## config.mk

```make
export PLATFORM = sky130hd
export DESIGN_NAME = i2c_bus_conditioner
export DESIGN_NICKNAME = d
export VERILOG_FILES = /design/src/rtl/i2c_pkg.sv /design/src/rtl/i2c_line_filter.sv /design/src/rtl/i2c_bus_conditioner.sv
export SDC_FILE = /design/constraint.sdc
export NUM_CORES = 1
export LEC_CHECK = 0
export ABC_AREA = 0
export CAP_MARGIN = 10
export CORE_UTILIZATION = 27
export CTS_CLUSTER_DIAMETER = 50
export DETAILED_ROUTE_END_ITERATION = 10
export GPL_TIMING_DRIVEN = 0
export PLACE_DENSITY = 0.53
export SLEW_MARGIN = 20
export SYNTH_ARGS = -nofsm -noshare
export SYNTH_HDL_FRONTEND = slang
export SYNTH_SLANG_ARGS = --single-unit
```

## constraint.sdc

```tcl
create_clock -name in_clk -period 1.6 [get_ports in_clk]
set_input_delay 0.32 -clock in_clk [delete_from_list [all_inputs] [get_ports in_clk]]
set_output_delay 0.32 -clock in_clk [all_outputs]
set_load 0.02 [all_outputs]
```

## src/rtl/i2c_pkg.sv

```systemverilog
// Shared I2C definitions: conditioner FSM state encodings and the idle line level.
// No latency; declarations only.
// No backpressure; declarations only.
package i2c_pkg;

    typedef enum logic [1:0] {
        ST_UNARMED = 2'd0,
        ST_IDLE    = 2'd1,
        ST_BUSY    = 2'd2
    } state_t;

    localparam logic I2C_LINE_IDLE = 1'b1;

endpackage

```

## src/rtl/i2c_line_filter.sv

```systemverilog
// One I2C line: synchroniser chain, then a run-length deglitcher with registered edge strobes.
// Latency is SYNC_STAGES+FILTER_CYCLES clocks from pin to out_line, and out_rise/out_fall align with it.
// No backpressure: the line is sampled every clock.
module i2c_line_filter
    import i2c_pkg::*;
#(
    parameter int SYNC_STAGES   = 2,
    parameter int FILTER_CYCLES = 4
) (
    input  logic in_clk,
    input  logic in_rst_n,
    input  logic in_line,
    output logic out_sync,
    output logic out_line,
    output logic out_rise,
    output logic out_fall
);

    localparam int CW = $clog2(FILTER_CYCLES + 1);

    logic [SYNC_STAGES-1:0] sync;
    logic [CW-1:0]          cnt;

    assign out_sync = sync[SYNC_STAGES-1];

    always_ff @(posedge in_clk or negedge in_rst_n) begin
        if (!in_rst_n) begin
            sync     <= {SYNC_STAGES{I2C_LINE_IDLE}};
            cnt      <= '0;
            out_line <= I2C_LINE_IDLE;
            out_rise <= 1'b0;
            out_fall <= 1'b0;
        end else begin
            sync     <= {sync[SYNC_STAGES-2:0], in_line};
            out_rise <= 1'b0;
            out_fall <= 1'b0;
            if (out_sync == out_line) begin
                cnt <= '0;
            end else if (cnt == CW'(FILTER_CYCLES - 1)) begin
                // FILTER_CYCLES disagreeing samples in a row: accept the new level.
                out_line <= out_sync;
                out_rise <= out_sync;
                out_fall <= ~out_sync;
                cnt      <= '0;
            end else begin
                cnt <= cnt + 1'b1;
            end
        end
    end

endmodule

```

## src/rtl/i2c_bus_conditioner.sv

```systemverilog
// Conditions raw SCL/SDA into filtered levels, SCL edge strobes, START/STOP strobes and bus-busy.
// Latency is SYNC_STAGES+FILTER_CYCLES clocks pin-to-strobe; bus-busy follows one clock later.
// No backpressure: strobes are single-cycle and cannot be stalled.
module i2c_bus_conditioner
    import i2c_pkg::*;
#(
    parameter int SYNC_STAGES   = 2,
    parameter int FILTER_CYCLES = 4
) (
    input  logic in_clk,
    input  logic in_rst_n,
    input  logic in_scl,
    input  logic in_sda,
    output logic out_scl,
    output logic out_sda,
    output logic out_scl_rise,
    output logic out_scl_fall,
    output logic out_start,
    output logic out_stop,
    output logic out_bus_busy
);

    localparam int ARM_CYCLES = SYNC_STAGES + FILTER_CYCLES;
    localparam int AW         = $clog2(ARM_CYCLES + 1);

    logic   s_scl, s_sda;
    logic   scl_rise, scl_fall, sda_rise, sda_fall;
    logic   start_cond, stop_cond, quiet, armed;
    state_t state, state_nxt;
    logic [AW-1:0] arm_cnt, arm_cnt_nxt;

    i2c_line_filter #(.SYNC_STAGES(SYNC_STAGES), .FILTER_CYCLES(FILTER_CYCLES)) u_scl (
        .in_clk   (in_clk),
        .in_rst_n (in_rst_n),
        .in_line  (in_scl),
        .out_sync (s_scl),
        .out_line (out_scl),
        .out_rise (scl_rise),
        .out_fall (scl_fall)
    );

    i2c_line_filter #(.SYNC_STAGES(SYNC_STAGES), .FILTER_CYCLES(FILTER_CYCLES)) u_sda (
        .in_clk   (in_clk),
        .in_rst_n (in_rst_n),
        .in_line  (in_sda),
        .out_sync (s_sda),
        .out_line (out_sda),
        .out_rise (sda_rise),
        .out_fall (sda_fall)
    );

    // out_scl high with no rise this cycle means SCL was steady high across the SDA edge.
    assign start_cond = sda_fall & out_scl & ~scl_rise;
    assign stop_cond  = sda_rise & out_scl & ~scl_rise;
    assign quiet      = s_scl & s_sda & out_scl & out_sda;
    assign armed      = (state != ST_UNARMED);

    always_comb begin
        state_nxt    = state;
        arm_cnt_nxt  = arm_cnt;
        out_start    = armed & start_cond;
        out_stop     = armed & stop_cond;
        out_scl_rise = armed & scl_rise;
        out_scl_fall = armed & scl_fall;
        case (state)
            ST_UNARMED: begin
                if (!quiet) begin
                    arm_cnt_nxt = '0;
                end else if (arm_cnt == AW'(ARM_CYCLES - 1)) begin
                    state_nxt   = ST_IDLE;
                    arm_cnt_nxt = '0;
                end else begin
                    arm_cnt_nxt = arm_cnt + 1'b1;
                end
            end
            ST_IDLE: if (start_cond) state_nxt = ST_BUSY;
            ST_BUSY: if (stop_cond) state_nxt = ST_IDLE;
            default: state_nxt = ST_UNARMED;
        endcase
    end

    always_ff @(posedge in_clk or negedge in_rst_n) begin
        if (!in_rst_n) begin
            state        <= ST_UNARMED;
            arm_cnt      <= '0;
            out_bus_busy <= 1'b0;
        end else begin
            state        <= state_nxt;
            arm_cnt      <= arm_cnt_nxt;
            out_bus_busy <= (state_nxt == ST_BUSY);
        end
    end

endmodule
```

Fig. 1: selected gate families
Scale: 8 px per um.
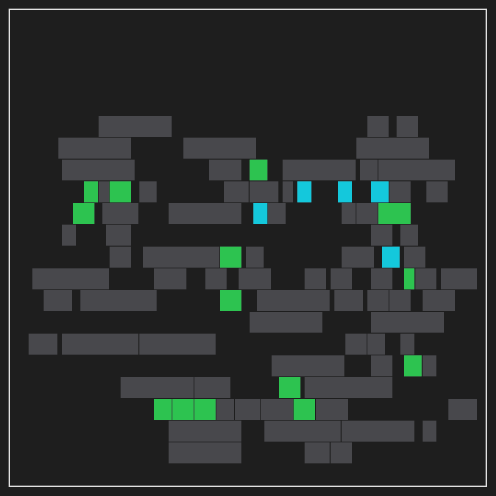
| family | colour | cells |
|---|---|---|
| NOR gates | green | 14 |
| inverting AOI/OAI gates | cyan | 5 |
fraction of area in multi-input gates: 27.5%
Top cell excl fill/tap: dfrtp_1
Finished Layout Cells: 137

Fig. 2: drive-strength map
Scale: 8 px per um.
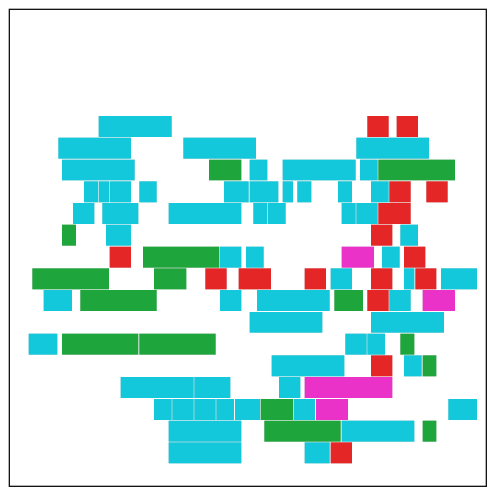
| size | colour | cells | share |
|---|---|---|---|
| _2 cells | green | 15 | 16% |
| _0 and _1 cells | cyan | 58 | 62% |
| _3 and _4 cells | red | 16 | 17% |
| _6 and larger | magenta | 4 | 4.3% |

Fig. 3: signal wires on met3
Scale: 4 px per um.
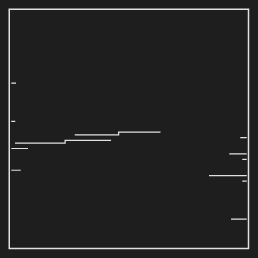
wire length on this layer: 73.6 um
main direction: horizontal
share of all routed wire: 5.0%
nets with wire on the layer: 11
longest straight run: 12.4 um

==> qor.yml <==
cap_violations: 0
cp_cell_sequence: "buf_6 -> buf_6 -> nand3b_1 -> nor2_1 -> buf_4"
drive_gt1_share_pct: 37.6
min_path_type: "reg -> reg"
power_leader: "registers"
crit_path_end_kind: "output port"
clock_sinks: 22
fp_util_pct: 28.7
crit_type: "reg -> out"
whs_ns: 0.363
comb_power_share_pct: 25.7
warnings: 28
crit_arrival_ns: 1.38
synth_top_cell_by_count: "dfrtp_1"
antenna_found_initial: 0
critPathMaxStageDelay_ns: 0.56
critPathMaxFanout: 3
startpoint_type: "flop"
dpl.hpwl_um: 899
largest_class: "sequential cells"
final-clk-cell-share_pct: 4.44
p_leak_nw: 0.561
wl_per_cell_um: 10.7
violations: "setup timing"
area_leaders: "dfrtp_1 45%, dfstp_2 18%, nor3b_1 6.7%, mux2_2 3.8%, nand2b_1 3.5%"
edf_count: 0
remaining_drc_errors: 0
nClkBuffers: 3
dieWidth_um: 59.4
crit_top_cell: "buf_6"
avgSynthCellArea_um2: 13.3
tritoncts: "built"
rows: 20
post-route-util_pct: 38.1
ir_worst_vdd_uv: 718
synth_top_area_share_pct: 44.9
clkPwrFrac_pct: 27.2
wl_met2_um: 697
fin_ws_ns: -0.0961
setup_viol: 2
comb_cells: 43
synthFlopType: "dfrtp_1"
power.switching_uw: 396
met3_usage_pct: 4.59
run_status: "finished with violations"
cp.required_ns: 1.28
final.setup.tns_ns: -0.191
top_layer: "met4"
top_cells_by_count: "16 x dfrtp_1, 8 x nor3b_1, 6 x dfstp_2"
powerComb_uw: 394
grt_pass1_wl_mm: 2.59
post_cts_resized: 24
mostFrequentLayoutCells: "15 x dfrtp_1, 11 x buf_4, 8 x nor3b_1"
routed_wl_mm: 1.47
rsz0062_at_grt: "true"
pre_cts_ws_ns: -0.289
top_area_cell: "dfrtp_1"
slew_viol_final: 0
slowest_stage: "dfstp_2"
grt.overflow.total: 0
finalPower_mw: 1.53
synth-async-reset-ratio_pct: 100
seq-power_uw: 721
met1_usage_pct: 12.2
slew_headroom_pct: 68.1
yosys-stat-cells: 67
grt_max_degree: 23
cts_buffer_depth: 2
routed-via-count: 589
cts-buffers-inserted: 3
io_pins: 11
detail_route.vias_per_cell: 4.30
==> cells by family (layout without fill, tap and decap cells) <==
| group | Yosys count | after routing | share of synthesized area [%] |
|---|---|---|---|
| DFF | 22 | 22 | 62.6 |
| buffers and inverters | 2 | 28 | 1.68 |
| muxes | 3 | 3 | 3.79 |
| adders and majority gates | 2 | 2 | 2.81 |
| AOI/OAI and AO/OA | 6 | 6 | 4.07 |
| xor gates and xnor gates | 2 | 2 | 1.97 |
| and+or+nand+nor | 30 | 30 | 23.0 |
==> worst paths after layout <==
path / end / depth (start not counted) / start / slack (ns)
worst max-delay path: out_start / 5 / u_scl.out_line$_DFFE_PN1P_ / -0.1
worst min-delay path: u_scl.sync[1]$_DFF_PN1_ / 0 / u_scl.sync[0]$_DFF_PN1_ / 0.36
worst max register to register: arm_cnt[2]$_DFFE_PN0P_ / 6 / u_scl.out_line$_DFFE_PN1P_ / 0.14
worst min register to register: u_scl.sync[1]$_DFF_PN1_ / 0 / u_scl.sync[0]$_DFF_PN1_ / 0.36
max in group asynchronous: state[1]$_DFF_PN0_ / 2 / in_rst_n / 0.75
min in group asynchronous: u_scl.out_fall$_DFF_PN0_ / 2 / in_rst_n / 0.49
==> critical path: cells and delay by family (launching register included) <==
family / cells / cell delay, ns
buffers and inverters: 3 / 0.32
DFF: 1 / 0.56
and+or+nand+nor: 2 / 0.20
==> sequential cells by signal, summed over array words and instances, names as in the netlist <==
register        flops
u_sda.sync          2
u_sda.out_line      1
u_sda.cnt           3
u_sda.out_fall      1
u_scl.out_fall      1
u_scl.out_rise      1
arm_cnt             3
u_scl.out_line      1
out_bus_busy        1
u_scl.cnt           3
u_scl.sync          2
u_sda.out_rise      1
state               2
